[src/rtl/reg_write_arbiter.sv]
// Round-robin owner of the register bank's single write port: three REQ/GNT requesters,
// the winner's address/data latched and applied as a one-cycle WR_EN pulse.
module reg_write_arbiter #(
    parameter int DATA_W  = 4,
    parameter int NREG    = 4,
    parameter int NUM_REQ = 3
) (
    input  logic               CLOCK,
    input  logic               RESET,
    input  logic [NUM_REQ-1:0] REQ,
    input  logic [1:0]         REQ_ADDR0,
    input  logic [1:0]         REQ_ADDR1,
    input  logic [1:0]         REQ_ADDR2,
    input  logic [DATA_W-1:0]  REQ_DATA0,
    input  logic [DATA_W-1:0]  REQ_DATA1,
    input  logic [DATA_W-1:0]  REQ_DATA2,
    output logic [NUM_REQ-1:0] GNT,
    output logic [NREG-1:0]    WR_EN,
    output logic [DATA_W-1:0]  WR_DATA,
    output logic               BUSY,
    output logic [1:0]         LAST_WIN,
    output logic [1:0]         dbg_state
);

    localparam logic [1:0] IDLE    = 2'd0;
    localparam logic [1:0] WRITE   = 2'd1;
    localparam logic [1:0] RELEASE = 2'd2;

    logic [1:0]        state;
    logic [1:0]        ptr;
    logic [1:0]        win;
    logic [1:0]        pick;
    logic [1:0]        sel_addr;
    logic [DATA_W-1:0] sel_data;
    logic [1:0]        ptr_next;

    // First requester at or after ptr, wrapping 2 -> 0; only meaningful when REQ != 0.
    always_comb begin
        pick = 2'd0;
        case (ptr)
            2'd0:    pick = REQ[0] ? 2'd0 : (REQ[1] ? 2'd1 : 2'd2);
            2'd1:    pick = REQ[1] ? 2'd1 : (REQ[2] ? 2'd2 : 2'd0);
            default: pick = REQ[2] ? 2'd2 : (REQ[0] ? 2'd0 : 2'd1);
        endcase
    end

    always_comb begin
        sel_addr = REQ_ADDR0;
        sel_data = REQ_DATA0;
        case (pick)
            2'd1: begin
                sel_addr = REQ_ADDR1;
                sel_data = REQ_DATA1;
            end
            2'd2: begin
                sel_addr = REQ_ADDR2;
                sel_data = REQ_DATA2;
            end
            default: begin
                sel_addr = REQ_ADDR0;
                sel_data = REQ_DATA0;
            end
        endcase
    end

    assign ptr_next  = (win == 2'd2) ? 2'd0 : win + 2'd1;
    assign BUSY      = (state != IDLE);
    assign dbg_state = state;

    // Handshake: a requester holds REQ/ADDR/DATA until it sees GNT high, then drops REQ
    // and may re-raise only after seeing GNT low; GNT falls on the edge sampling REQ[win]=0.
    always_ff @(posedge CLOCK or negedge RESET) begin
        if (!RESET) begin
            state    <= IDLE;
            ptr      <= 2'd0;
            win      <= 2'd0;
            GNT      <= '0;
            WR_EN    <= '0;
            WR_DATA  <= '0;
            LAST_WIN <= 2'd3;
        end else begin
            case (state)
                IDLE: begin
                    if (|REQ) begin
                        state   <= WRITE;
                        win     <= pick;
                        GNT     <= {{(NUM_REQ-1){1'b0}}, 1'b1} << pick;
                        WR_EN   <= {{(NREG-1){1'b0}}, 1'b1} << sel_addr;
                        WR_DATA <= sel_data;
                    end
                end
                WRITE: begin
                    // The register loads on this edge; the pointer advances past the winner.
                    state    <= RELEASE;
                    ptr      <= ptr_next;
                    LAST_WIN <= win;
                    WR_EN    <= '0;
                end
                RELEASE: begin
                    if (!REQ[win]) begin
                        state <= IDLE;
                        GNT   <= '0;
                    end
                end
                default: begin
                    state <= IDLE;
                    GNT   <= '0;
                    WR_EN <= '0;
                end
            endcase
        end
    end

endmodule

[config.mk]
export PLATFORM = sky130hd
export DESIGN_NAME = reg_write_arbiter
export DESIGN_NICKNAME = d
export VERILOG_FILES = /design/src/rtl/reg_write_arbiter.sv
export SDC_FILE = /design/constraint.sdc
export NUM_CORES = 1
export LEC_CHECK = 0
export ABC_AREA = 1
export CAP_MARGIN = 30
export CORE_ASPECT_RATIO = 0.9
export CORE_MARGIN = 4
export CORE_UTILIZATION = 30
export CTS_BUF_LIST = sky130_fd_sc_hd__clkbuf_16
export CTS_CLUSTER_SIZE = 10
export DETAILED_ROUTE_END_ITERATION = 12
export PLACE_DENSITY = 0.59
export SETUP_SLACK_MARGIN = 0.3
export SYNTH_ARGS = -nofsm -noshare
export SYNTH_HDL_FRONTEND = slang
export SYNTH_SLANG_ARGS = --single-unit
[constraint.sdc]
create_clock -name CLOCK -period 1.8 [get_ports CLOCK]
set_clock_uncertainty 0.15 [all_clocks]
set_input_delay 0.54 -clock CLOCK [delete_from_list [all_inputs] [get_ports CLOCK]]
set_output_delay 0.54 -clock CLOCK [all_outputs]
set_load 0.005 [all_outputs]
==> results_tabular.tex <==
% Auto-generated results table
\begin{tabular}{lr}
\hline
Metric & Value \\
\hline
\multicolumn{2}{l}{\textbf{Placed design}} \\
Port buffer count & 38 \\
Detailed placement HPWL & 2070 µm \\
Cell Area, Placed & 1590 µm² \\
Worst setup timing slack at the placement stage & -0.686 ns \\
Number of placed instances with taps included & 223 \\
Global placer's final weighted congestion & 0.818 \\
\multicolumn{2}{l}{\textbf{Min path}} \\
Type of the tightest min-delay check & register to register \\
Startpoint of the most critical hold path & WR\_EN[3] \\
\multicolumn{2}{l}{\textbf{Final timing}} \\
Worst Slack Setup Final & -0.0371 ns \\
RSZ-0062 raised after global routing & yes \\
Final count of negative-setup-slack endpoints & 6 \\
Final hold slack & 0.321 ns \\
Total negative setup slack & -0.131 ns \\
Slew of the pin with the lowest slew margin & 0.283 ns \\
Achievable frequency & 544 MHz \\
Endpoints failing hold & 0 \\
Max-slew headroom at the worst pin & 81.1\% \\
Period utilisation layout & 102\% \\
Max Slew Vio Count & 0 \\
Final critical path time including I/O delays and setup & 1.84 ns \\
\multicolumn{2}{l}{\textbf{Worst setup path}} \\
Critical path origin & ptr[1] \\
Worst Path Class, Setup & register to register \\
Signal arrival time at the worst endpoint & 1.86 ns \\
Element type at the critical path end & register \\
CP required & 1.83 ns \\
Setup crit start kind & register \\
Reg2reg start & ptr[1] \\
CP max FO & 5 \\
\multicolumn{2}{l}{\textbf{Die}} \\
Site Rows & 19 \\
Die footprint & 4330 µm² \\
Die extent in y & 62.8 µm \\
Core Region & 3140 µm² \\
Starting Density & 31.9\% \\
I/O Pins & 39 \\
Horizontal die dimension & 68.9 µm \\
\multicolumn{2}{l}{\textbf{Route}} \\
Sum of routed wire segments on met1 & 1350 µm \\
Total length of routed met2 wires & 1380 µm \\
TritonRoute pass-1 iters & 4 \\
Routed length on met3 & 146 µm \\
Average wire per standard cell & 11.8 µm \\
Number of design-rule violations left by the first detailed-router iteration & 37 \\
Highest layer used for signal routing & met4 \\
Via count & 1,147 \\
Detail-routed via count per cell & 4.66 \\
Total wirelength of the detailed-routed design & 2920 µm \\
Drt drc & 0 \\
Antenna Violating Nets Remaining & 0 \\
\multicolumn{2}{l}{\textbf{Synth}} \\
Portion of the post-synthesis area used by sequential elements & 47.8\% \\
Area of the synthesized netlist per yosys stat & 1000 µm² \\
Warnings, synthesis & 0 \\
Area fraction in mux cells & 0\% \\
Number of storage elements in the synthesis netlist & 19 \\
Synthesized area divided by synthesized cell count & 7.53 µm² \\
Post-synthesis share of cell area spent on and-or and or-and gates & 13.2\% \\
Ys cells & 133 \\
Yosys cell types & 18 \\
Simple logic cell fraction of the synthesized area & 28.2\% \\
Post-synthesis xor/xnor area fraction & 0\% \\
Number of nets produced by synthesis & 159 \\
Area fraction in full adders, half adders and majority gates & 3.75\% \\
Largest combinational cell category by area & simple AND/OR/NAND/NOR gates \\
Synthesized instance count & 133 \\
Post-synthesis cell area & 1000 µm² \\
\multicolumn{2}{l}{\textbf{Finish}} \\
Number of fill cells & 287 \\
Leading cell type in the layout, fill and taps excluded & sky130\_fd\_sc\_hd\_\_nand2\_1 \\
Final-stage net count & 231 \\
Finished Cell Area & 1890 µm² \\
Sequential standard cell area & 478 µm² \\
Combinational cell area excluding buffers and inverters & 622 µm² \\
Fraction of layout instances using a drive strength above 1 & 48.0\% \\
Antenna diode count & 0 \\
Relative area change from synthesis to final layout & 89.0\% \\
Count of non-filler cells in the finished layout & 246 \\
Core utilization of the finished layout & 60.3\% \\
Most frequently placed logic cells in the final layout & sky130\_fd\_sc\_hd\_\_nand2\_1, sky130\_fd\_sc\_hd\_\_clkdlybuf4s50\_1, sky130\_fd\_sc\_hd\_\_dfrtp\_1 \\
\multicolumn{2}{l}{\textbf{Global routing}} \\
Number of global-route vias before repair & 1,153 \\
Global route total overflow & 0 \\
Met1 track demand over resource in global routing & 18.7\% \\
Maximum number of pins on one net before global-route repair & 13 \\
Most heavily used metal layer in global routing & met2 \\
Global-route wire length before repair & 4860 µm \\
Number of antenna violations at the first check in global routing & 0 \\
Met2 track demand over resource & 22.7\% \\
\multicolumn{2}{l}{\textbf{Power}} \\
Clk pwr share & 13.7\% \\
Power of the clock network & 0.444 mW \\
Switching Fraction & 40.2\% \\
Net switching power of the design & 1.31 mW \\
Static leakage & 0.924 nW \\
Biggest consumer & combinational cells \\
Sequential share of power & 22.5\% \\
IR Drop Worst-Case VDD & 659 µV \\
Ratio of total power to cell area & 1720 nW/µm² \\
Internal Dissipation & 1.94 mW \\
Combinational share of power & 63.8\% \\
Final Total Pwr & 3.25 mW \\
Combinational logic power & 2.07 mW \\
Seq pwr & 0.732 mW \\
\multicolumn{2}{l}{\textbf{CTS}} \\
Post-CTS Setup Inserts & 13 \\
Insertion delay of the later-clocked pin in the worst-skew pair & 0.25 ns \\
Sinks on the clock net & 19 \\
Total of cells resized after clock tree synthesis & 95 \\
Max clock buf depth & 2 \\
Clock root cell & sky130\_fd\_sc\_hd\_\_clkbuf\_16 \\
Hold buffer count at CTS & 0 \\
Clock-pin slew reported for the worst setup and hold paths after clock tree synthesis & 0.05 ns \\
TritonCTS clock tree & yes \\
Num CTS Buffers & 3 \\
Number of levels in the clock H-tree & 1 \\
\multicolumn{2}{l}{\textbf{Run}} \\
OpenROAD warning count & 31 \\
Max-capacitance violation count & 0 \\
\multicolumn{2}{l}{\textbf{Run status}} \\
Outcome & finished with violations \\
Violations in the final reports & negative setup slack \\
\hline
\end{tabular}
critical path: stages (launching register included):
cell and delay, ns:
sky130_fd_sc_hd__dfrtp_1 0.40, sky130_fd_sc_hd__buf_6 0.13, sky130_fd_sc_hd__nor2_4 0.12, sky130_fd_sc_hd__o21ai_2 0.08, sky130_fd_sc_hd__o31ai_4 0.08, sky130_fd_sc_hd__inv_2 0.11, sky130_fd_sc_hd__ha_4 0.34, sky130_fd_sc_hd__inv_8 0.05
sky130_fd_sc_hd__a21oi_1 0.13, sky130_fd_sc_hd__a21oi_1 0.07, sky130_fd_sc_hd__o21ai_1 0.11
flip-flops by register name, summed over array words and instances (netlist names):
name	cells
WR_DATA	4
win	2
GNT	3
WR_EN	4
LAST_WIN	2
ptr	2
dbg_state	2
worst paths after layout:
check	slack, ns	end	cells past startpoint
setup / recovery	-0.04	WR_DATA[0]	10
hold / removal	0.32	WR_EN[3]	2
setup reg to reg	-0.04	WR_DATA[0]	10
hold reg to reg	0.32	WR_EN[3]	2
max in group asynchronous	0.79	LAST_WIN[1]	2
min in group asynchronous	0.45	win[1]	2
layout make-up:
type / count / area share [%]
clock inverter: 1 / 0.198
multi-input combinational: 96 / 32.9
timing repair inverter: 2 / 0.728
sequential: 19 / 25.3
timing repair buffer: 65 / 29.8
inverter: 18 / 4.43
tap: 42 / 2.78
clock buffer: 3 / 3.97
cells in the mapped netlist, drive strengths merged:
cell	count	share of area, %
a21oi	9	5.6
nand2	53	20
ha	3	3.8
nand3	6	3.0
o31ai	1	0.75
inv	17	6.6
nand4	3	1.9
dfrtp	17	43
o21ai	13	6.9
clkinv	1	0.37
nor2	8	3.5
dfstp	2	5.2
Fig. 1: I/O nets highlighted
Scale: 4 px per µm.
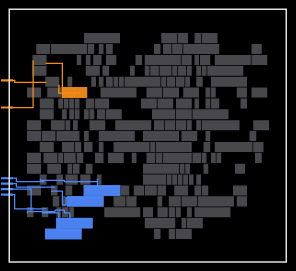
WR_DATA: drawn in blue, bits 4, direction output, edge left, end cells 4, buffers 4, wire 117 µm. REQ_ADDR0: drawn in orange, bits 2, direction input, edge left, end cells 2, buffers 2, wire 44.8 µm.

Fig. 2: cell area per tile
Scale: 6 px per µm. 7 x 6 tiles, from dark blue (low) to red (high), 0 to 100% covered.
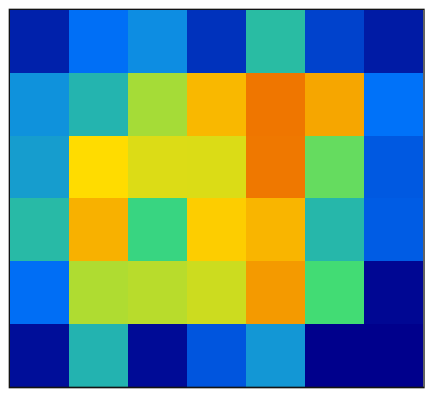
7.1% of the tiles are nearly empty. The fullest tile reaches 87%. The mean over all tiles is 43%. 19% of the tiles are over 75% full.

Fig. 3: track usage over the die
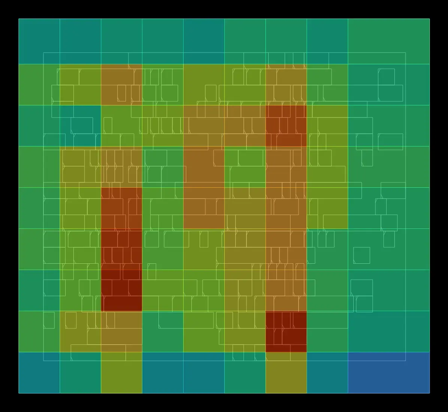
M3 GR Usage: 4.14%
total global routing track utilization: 14.5%

Fig. 4: clock network drawn from the DEF
Scale: 6 px per µm.
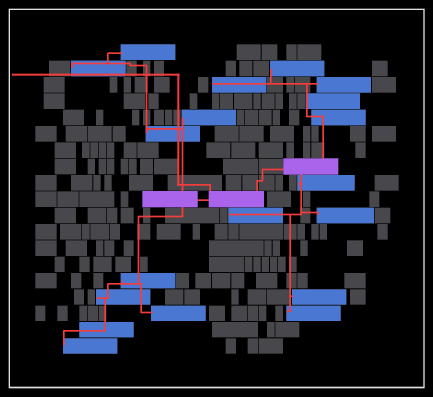
clock wires: drawn in red, length 263 µm. cells driving clock nets: drawn in purple, count 3. flip-flops: drawn in blue, count 19.
There are 4 routed clock nets.

Power and IR drop assume default switching activity.
